<file path="config.mk">
export PLATFORM = sky130hd
export DESIGN_NAME = mem_access_stage
export DESIGN_NICKNAME = d
export VERILOG_FILES = /design/src/rtl/riscv_mem_pkg.sv /design/src/rtl/mem_load_align.sv /design/src/rtl/mem_access_stage.sv
export SDC_FILE = /design/constraint.sdc
export NUM_CORES = 1
export LEC_CHECK = 0
export ABC_AREA = 1
export CORE_AREA = 2 2 190 192
export DETAILED_ROUTE_END_ITERATION = 12
export DIE_AREA = 0 0 192 194
export PLACE_DENSITY_LB_ADDON = 0.12
export SLEW_MARGIN = 5
export SYNTH_ARGS = -nofsm -noshare
export SYNTH_HDL_FRONTEND = slang
export SYNTH_HIERARCHICAL = 1
export SYNTH_SLANG_ARGS = --single-unit
</file>
<file path="constraint.sdc">
create_clock -name clk -period 3.3 [get_ports clk]
set_input_delay 0.33 -clock clk [delete_from_list [all_inputs] [get_ports clk]]
set_output_delay 0.33 -clock clk [all_outputs]
set_load 0.1 [all_outputs]
</file>
<file path="src/rtl/riscv_mem_pkg.sv">
// Shared definitions for the MEM stage: funct3 encodings, FSM state type and
// store-side helpers.
package riscv_mem_pkg;

   localparam logic [2:0] LB  = 3'b000;
   localparam logic [2:0] LH  = 3'b001;
   localparam logic [2:0] LW  = 3'b010;
   localparam logic [2:0] LD  = 3'b011;
   localparam logic [2:0] LBU = 3'b100;
   localparam logic [2:0] LHU = 3'b101;
   localparam logic [2:0] LWU = 3'b110;
   localparam logic [2:0] SB  = 3'b000;
   localparam logic [2:0] SH  = 3'b001;
   localparam logic [2:0] SW  = 3'b010;
   localparam logic [2:0] SD  = 3'b011;

   typedef enum logic {
      StIdle   = 1'b0,
      StAccess = 1'b1
   } mem_state_e;

   // Byte enables for a store; funct3[1:0] encodes log2 of the access size.
   function automatic logic [7:0] store_strobe(input logic [2:0] funct3,
                                               input logic [2:0] addr_lo);
      logic [7:0] strobe;
      case (funct3[1:0])
         2'b00:   strobe = 8'h01 << addr_lo;
         2'b01:   strobe = 8'h03 << addr_lo;
         2'b10:   strobe = 8'h0F << addr_lo;
         default: strobe = 8'hFF;
      endcase
      return strobe;
   endfunction

   function automatic logic access_illegal(input logic       is_load,
                                           input logic [2:0] funct3,
                                           input logic [2:0] addr_lo);
      logic misaligned;
      case (funct3[1:0])
         2'b00:   misaligned = 1'b0;
         2'b01:   misaligned = addr_lo[0];
         2'b10:   misaligned = |addr_lo[1:0];
         default: misaligned = |addr_lo;
      endcase
      return misaligned | (is_load ? (funct3 == 3'b111) : funct3[2]);
   endfunction

endpackage

</file>
<file path="src/rtl/mem_load_align.sv">
// Extracts the addressed lane of a read doubleword and sign/zero-extends it
// according to the load funct3.
module mem_load_align
   import riscv_mem_pkg::*;
(
   input  logic [63:0] rdata,
   input  logic [2:0]  addr_lo,
   input  logic [2:0]  funct3,
   output logic [63:0] result
);

   logic [63:0] shifted;

   always_comb begin
      shifted = rdata >> {addr_lo, 3'b000};
      case (funct3)
         LB:      result = {{56{shifted[7]}}, shifted[7:0]};
         LH:      result = {{48{shifted[15]}}, shifted[15:0]};
         LW:      result = {{32{shifted[31]}}, shifted[31:0]};
         LD:      result = shifted;
         LBU:     result = {56'd0, shifted[7:0]};
         LHU:     result = {48'd0, shifted[15:0]};
         LWU:     result = {32'd0, shifted[31:0]};
         default: result = 64'd0;
      endcase
   end

endmodule

</file>
<file path="src/rtl/mem_access_stage.sv">
// RV64 MEM stage: issues data-memory accesses over req/ready, stalls upstream
// while an access is outstanding, and registers the MEM/WB fields.
module mem_access_stage
   import riscv_mem_pkg::*;
#(
   parameter int unsigned XLEN    = 64,
   parameter int unsigned DMEM_AW = 64
) (
   input  logic               clk,
   input  logic               reset,
   input  logic               ex_mem_valid,
   input  logic               ex_mem_MemRead,
   input  logic               ex_mem_MemWrite,
   input  logic               ex_mem_MemtoReg,
   input  logic               ex_mem_RegWrite,
   input  logic [4:0]         ex_mem_rd,
   input  logic [2:0]         ex_mem_funct3,
   input  logic [XLEN-1:0]    ex_mem_alu_result,
   input  logic [XLEN-1:0]    ex_mem_write_data,
   output logic               dmem_req,
   output logic               dmem_we,
   output logic [DMEM_AW-1:0] dmem_addr,
   output logic [XLEN-1:0]    dmem_wdata,
   output logic [7:0]         dmem_wstrb,
   input  logic               dmem_ready,
   input  logic [XLEN-1:0]    dmem_rdata,
   output logic               mem_stall,
   output logic               mem_fault,
   output logic               mem_wb_valid,
   output logic               mem_wb_MemtoReg,
   output logic               mem_wb_RegWrite,
   output logic [4:0]         mem_wb_rd,
   output logic [XLEN-1:0]    mem_wb_alu_result,
   output logic [XLEN-1:0]    mem_wb_mem_data
);

   mem_state_e state_q, state_d;

   logic            req_we_q, req_we_d;
   logic [XLEN-1:0] req_alu_q, req_alu_d;
   logic [XLEN-1:0] req_wdata_q, req_wdata_d;
   logic [7:0]      req_wstrb_q, req_wstrb_d;
   logic [2:0]      req_funct3_q, req_funct3_d;
   logic [4:0]      req_rd_q, req_rd_d;
   logic            req_regwrite_q, req_regwrite_d;
   logic            req_memtoreg_q, req_memtoreg_d;
   logic            fault_q, fault_d;

   logic            wb_valid_q, wb_valid_d;
   logic            wb_memtoreg_q, wb_memtoreg_d;
   logic            wb_regwrite_q, wb_regwrite_d;
   logic [4:0]      wb_rd_q, wb_rd_d;
   logic [XLEN-1:0] wb_alu_q, wb_alu_d;
   logic [XLEN-1:0] wb_data_q, wb_data_d;

   logic            is_mem;
   logic            is_load;
   logic            illegal;
   logic [2:0]      addr_lo;
   logic [XLEN-1:0] size_mask;
   logic [XLEN-1:0] wdata_lane;
   logic [XLEN-1:0] load_data;

   mem_load_align u_load_align (
      .rdata   (dmem_rdata),
      .addr_lo (req_alu_q[2:0]),
      .funct3  (req_funct3_q),
      .result  (load_data)
   );

   always_comb begin
      is_mem  = ex_mem_MemRead | ex_mem_MemWrite;
      // A load with MemWrite also set is still a load.
      is_load = ex_mem_MemRead;
      addr_lo = ex_mem_alu_result[2:0];
      illegal = access_illegal(is_load, ex_mem_funct3, addr_lo);
      case (ex_mem_funct3[1:0])
         2'b00:   size_mask = 64'h0000_0000_0000_00FF;
         2'b01:   size_mask = 64'h0000_0000_0000_FFFF;
         2'b10:   size_mask = 64'h0000_0000_FFFF_FFFF;
         default: size_mask = 64'hFFFF_FFFF_FFFF_FFFF;
      endcase
      wdata_lane = (ex_mem_write_data & size_mask) << {addr_lo, 3'b000};
   end

   always_comb begin
      state_d        = state_q;
      req_we_d       = req_we_q;
      req_alu_d      = req_alu_q;
      req_wdata_d    = req_wdata_q;
      req_wstrb_d    = req_wstrb_q;
      req_funct3_d   = req_funct3_q;
      req_rd_d       = req_rd_q;
      req_regwrite_d = req_regwrite_q;
      req_memtoreg_d = req_memtoreg_q;
      fault_d        = 1'b0;
      // MEM/WB defaults to a bubble.
      wb_valid_d     = 1'b0;
      wb_memtoreg_d  = 1'b0;
      wb_regwrite_d  = 1'b0;
      wb_rd_d        = 5'd0;
      wb_alu_d       = '0;
      wb_data_d      = '0;

      case (state_q)
         StIdle: begin
            if (ex_mem_valid) begin
               if (!is_mem) begin
                  wb_valid_d    = 1'b1;
                  wb_memtoreg_d = ex_mem_MemtoReg;
                  wb_regwrite_d = ex_mem_RegWrite;
                  wb_rd_d       = ex_mem_rd;
                  wb_alu_d      = ex_mem_alu_result;
               end else if (illegal) begin
                  fault_d = 1'b1;
               end else begin
                  state_d        = StAccess;
                  req_we_d       = ~is_load;
                  req_alu_d      = ex_mem_alu_result;
                  req_wdata_d    = is_load ? '0 : wdata_lane;
                  req_wstrb_d    = is_load ? 8'h00 : store_strobe(ex_mem_funct3, addr_lo);
                  req_funct3_d   = ex_mem_funct3;
                  req_rd_d       = ex_mem_rd;
                  req_regwrite_d = ex_mem_RegWrite;
                  req_memtoreg_d = ex_mem_MemtoReg;
               end
            end
         end
         StAccess: begin
            if (dmem_ready) begin
               state_d       = StIdle;
               wb_valid_d    = 1'b1;
               wb_memtoreg_d = req_memtoreg_q;
               wb_regwrite_d = req_regwrite_q & ~req_we_q;
               wb_rd_d       = req_rd_q;
               wb_alu_d      = req_alu_q;
               wb_data_d     = req_we_q ? '0 : load_data;
            end
         end
         default: state_d = StIdle;
      endcase
   end

   always_ff @(posedge clk) begin
      if (reset) begin
         state_q        <= StIdle;
         req_we_q       <= 1'b0;
         req_alu_q      <= '0;
         req_wdata_q    <= '0;
         req_wstrb_q    <= 8'h00;
         req_funct3_q   <= 3'd0;
         req_rd_q       <= 5'd0;
         req_regwrite_q <= 1'b0;
         req_memtoreg_q <= 1'b0;
         fault_q        <= 1'b0;
         wb_valid_q     <= 1'b0;
         wb_memtoreg_q  <= 1'b0;
         wb_regwrite_q  <= 1'b0;
         wb_rd_q        <= 5'd0;
         wb_alu_q       <= '0;
         wb_data_q      <= '0;
      end else begin
         state_q        <= state_d;
         req_we_q       <= req_we_d;
         req_alu_q      <= req_alu_d;
         req_wdata_q    <= req_wdata_d;
         req_wstrb_q    <= req_wstrb_d;
         req_funct3_q   <= req_funct3_d;
         req_rd_q       <= req_rd_d;
         req_regwrite_q <= req_regwrite_d;
         req_memtoreg_q <= req_memtoreg_d;
         fault_q        <= fault_d;
         wb_valid_q     <= wb_valid_d;
         wb_memtoreg_q  <= wb_memtoreg_d;
         wb_regwrite_q  <= wb_regwrite_d;
         wb_rd_q        <= wb_rd_d;
         wb_alu_q       <= wb_alu_d;
         wb_data_q      <= wb_data_d;
      end
   end

   assign dmem_req          = (state_q == StAccess);
   assign dmem_we           = dmem_req & req_we_q;
   assign dmem_addr         = {req_alu_q[DMEM_AW-1:3], 3'b000};
   assign dmem_wdata        = req_wdata_q;
   assign dmem_wstrb        = dmem_req ? req_wstrb_q : 8'h00;
   assign mem_stall         = dmem_req;
   assign mem_fault         = fault_q;
   assign mem_wb_valid      = wb_valid_q;
   assign mem_wb_MemtoReg   = wb_memtoreg_q;
   assign mem_wb_RegWrite   = wb_regwrite_q & wb_valid_q;
   assign mem_wb_rd         = wb_rd_q;
   assign mem_wb_alu_result = wb_alu_q;
   assign mem_wb_mem_data   = wb_data_q;

endmodule

</file>
clock_map.png
Scale: 3 px per um.
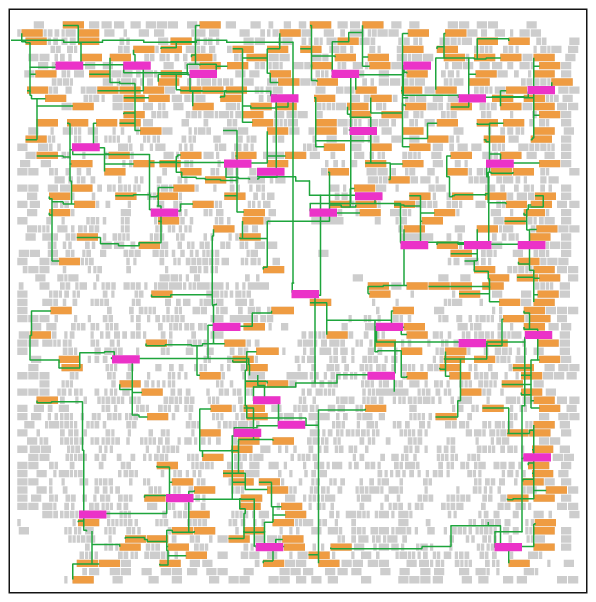
- magenta: cells driving clock nets (count 34)
- green: clock wires (length 3760 um)
- orange: flip-flops (count 285)
- routed clock nets: 35
- flops lie: widely spread
Clock Skews: 0.01624 ns
Worst-Skew Late Latency: 0.52 ns
clock share of power: 0.380
clock group power: 0.00372 W

pdn.png
Scale: 2 px per um. Pins as bars on the die edge.
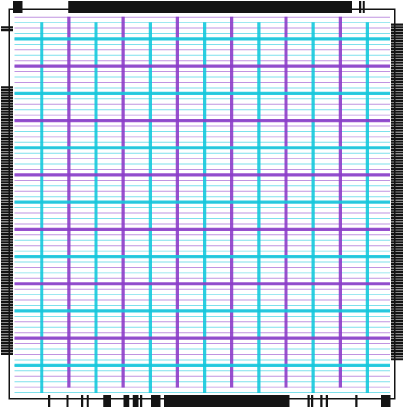
- purple: VDD
- cyan: VSS
- met5 straps: 13
- met4 straps: 13
- met1 rails: 70
Placeable Area: 0.03522 mm2
VDD IR max: 448.5 uV

==> flow_summary.yaml <==
# implementation run metrics
outcome:
  outcome: "completed"
global_routing:
  grt_overflow: 0
  grt_pass1_wl_mm: 83.97
  grt_max_degree: 183
  grt.total_usage: 0.2866
logic_synthesis:
  yosysMostFrequentCell: "nand2_1"
  mux_share: 0
  yosys.area_share.simple: 0.2801
  aoi_share: 0.1554
  ff_type: "dfxtp_1"
  top_logic_kind: "simple AND/OR/NAND/NOR gates"
  ys_top_cells_by_count: "nand2_1 (537), inv_1 (290), dfxtp_1 (285)"
  synth.distinct_cells: 34
routing:
  ant_nets: 0
  first_iter_violations: 1427
  wirelength_mm: 54.99
  wl_per_cell_um: 18.25
  via_per_inst: 5.232
  drt_drc_violations_left: 0
  vias: 15770
pwr:
  combPwrFrac: 0.251
  p_int_w: 0.006492
  p_sw_w: 0.003312
place:
  hpwl_mm: 40.18
  place_inst: 2953
floorplanning:
  fp.dieH_um: 194
  fp.dieW_um: 192
cts:
  cts.sinks: 285
  cts_resized: 0
  htreeDepth: 2
  clk_pin_slew_ns: 0.06
  hold_buffers: 0
  cts_buffers: 34
  cts_tree: "built"
setup_path:
  cp.required_ns: 2.97
  path_class: "reg -> out"
  cp_cell_sequence: "clkdlybuf4s50_1"
cells_and_area:
  final_cell_mix: "nand2_1 (537), clkdlybuf4s50_1 (460), inv_1 (289)"
  drive_gt1_frac: 0.05139
  lay_top_count: "nand2_1"
  syn2layout_area_growth_pct: 37.08
sta:
  hold_violations: 0
  tightest_slew_ns: 1.162
  clock.fmax_ghz: 0.4012
  finalClockPeriodUsage: 0.7554
  grt_setup_unrepaired: "false"
  fin_hold_ws_ns: 0.2383
  slew_headroom: 0.2246
flow_run:
  warnings: 33
cell_classes.png
Scale: 2 px per um. Fill, decap, tap and diode cells in gray.
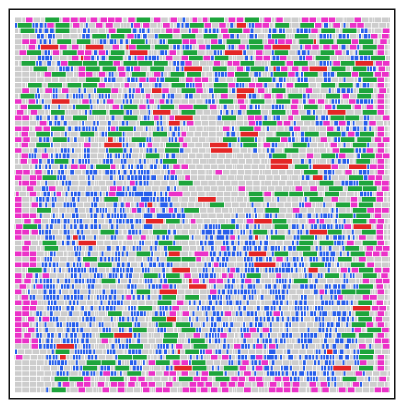
- red: clock drivers and dummy loads (cells 57; share of their area 5.8%)
- blue: all other logic (cells 1695; share of their area 39%)
- green: flip-flops (cells 285; share of their area 29%)
- magenta: other buffers and delay cells (cells 512; share of their area 26%)
Seq/total area: 0.2849
Rows: 69
Final Util: 0.5687
fin area: 0.02003 mm2

sequential cells by signal, indices dropped and copies added, names as in the netlist, 3 cells and up:
register / cells
mem_wb_mem_data: 64
dmem_wdata: 64
req_funct3_q: 3
req_wstrb_q: 8
mem_wb_rd: 5
req_alu_q: 64
mem_wb_alu_result: 64
req_rd_q: 5
layer usage:
metal  routed length [um]  vias to the layer above  track usage
li1                     -                     7686            -
met1                21710                     7219       0.3564
met2                26840                      729       0.4902
met3                 4325                      129      0.05213
met4                 2104                        2       0.1083
met5                   11                        -            0
metrics by stage:
step	power, W	setup WS [ns]	util	instance area [um2]
floorplan	0.005465	0.9868	-	14620
global placement	0.006118	0.6456	0.5366	18900
detailed placement	0.006129	0.5563	0.5366	18900
CTS	0.009875	0.8100	0.5685	20020
global route	0.01024	0.7827	0.5687	20030
finish	0.009805	0.8072	0.5687	20030
path summary, 6_finish.rpt:
path,from,endpoint,slack (ns)
worst max-delay path,dmem_wdata[58],dmem_wdata[58],0.81
worst min-delay path,ex_mem_alu_result[0],req_alu_q[0],0.24
worst max register to register,req_alu_q[0],mem_wb_mem_data[28],1.05
worst min register to register,req_memtoreg_q,req_memtoreg_q,0.45
power by group through the flow:
stage / clock, W / combinational [W] / sequential, W
floorplan: 0 / 0.00150 / 0.00397
global placement: 0 / 0.00243 / 0.00369
detailed placement: 0 / 0.00244 / 0.00369
CTS: 0.00381 / 0.00245 / 0.00362
global route: 0.00396 / 0.00265 / 0.00363
finish: 0.00372 / 0.00246 / 0.00362
cell type report:
cell class	instances	area, um2
well taps	461	576.8
clock inverters	12	172.7
diodes	3	7.507
repair buffers	512	5025
clock buffers	45	952.2
fillers	3422	15190
flip-flops and latches	285	5708
inverters	300	1129
multi-input cells	1395	6461
No activity file was given, so power comes from the tool's default toggle rates.
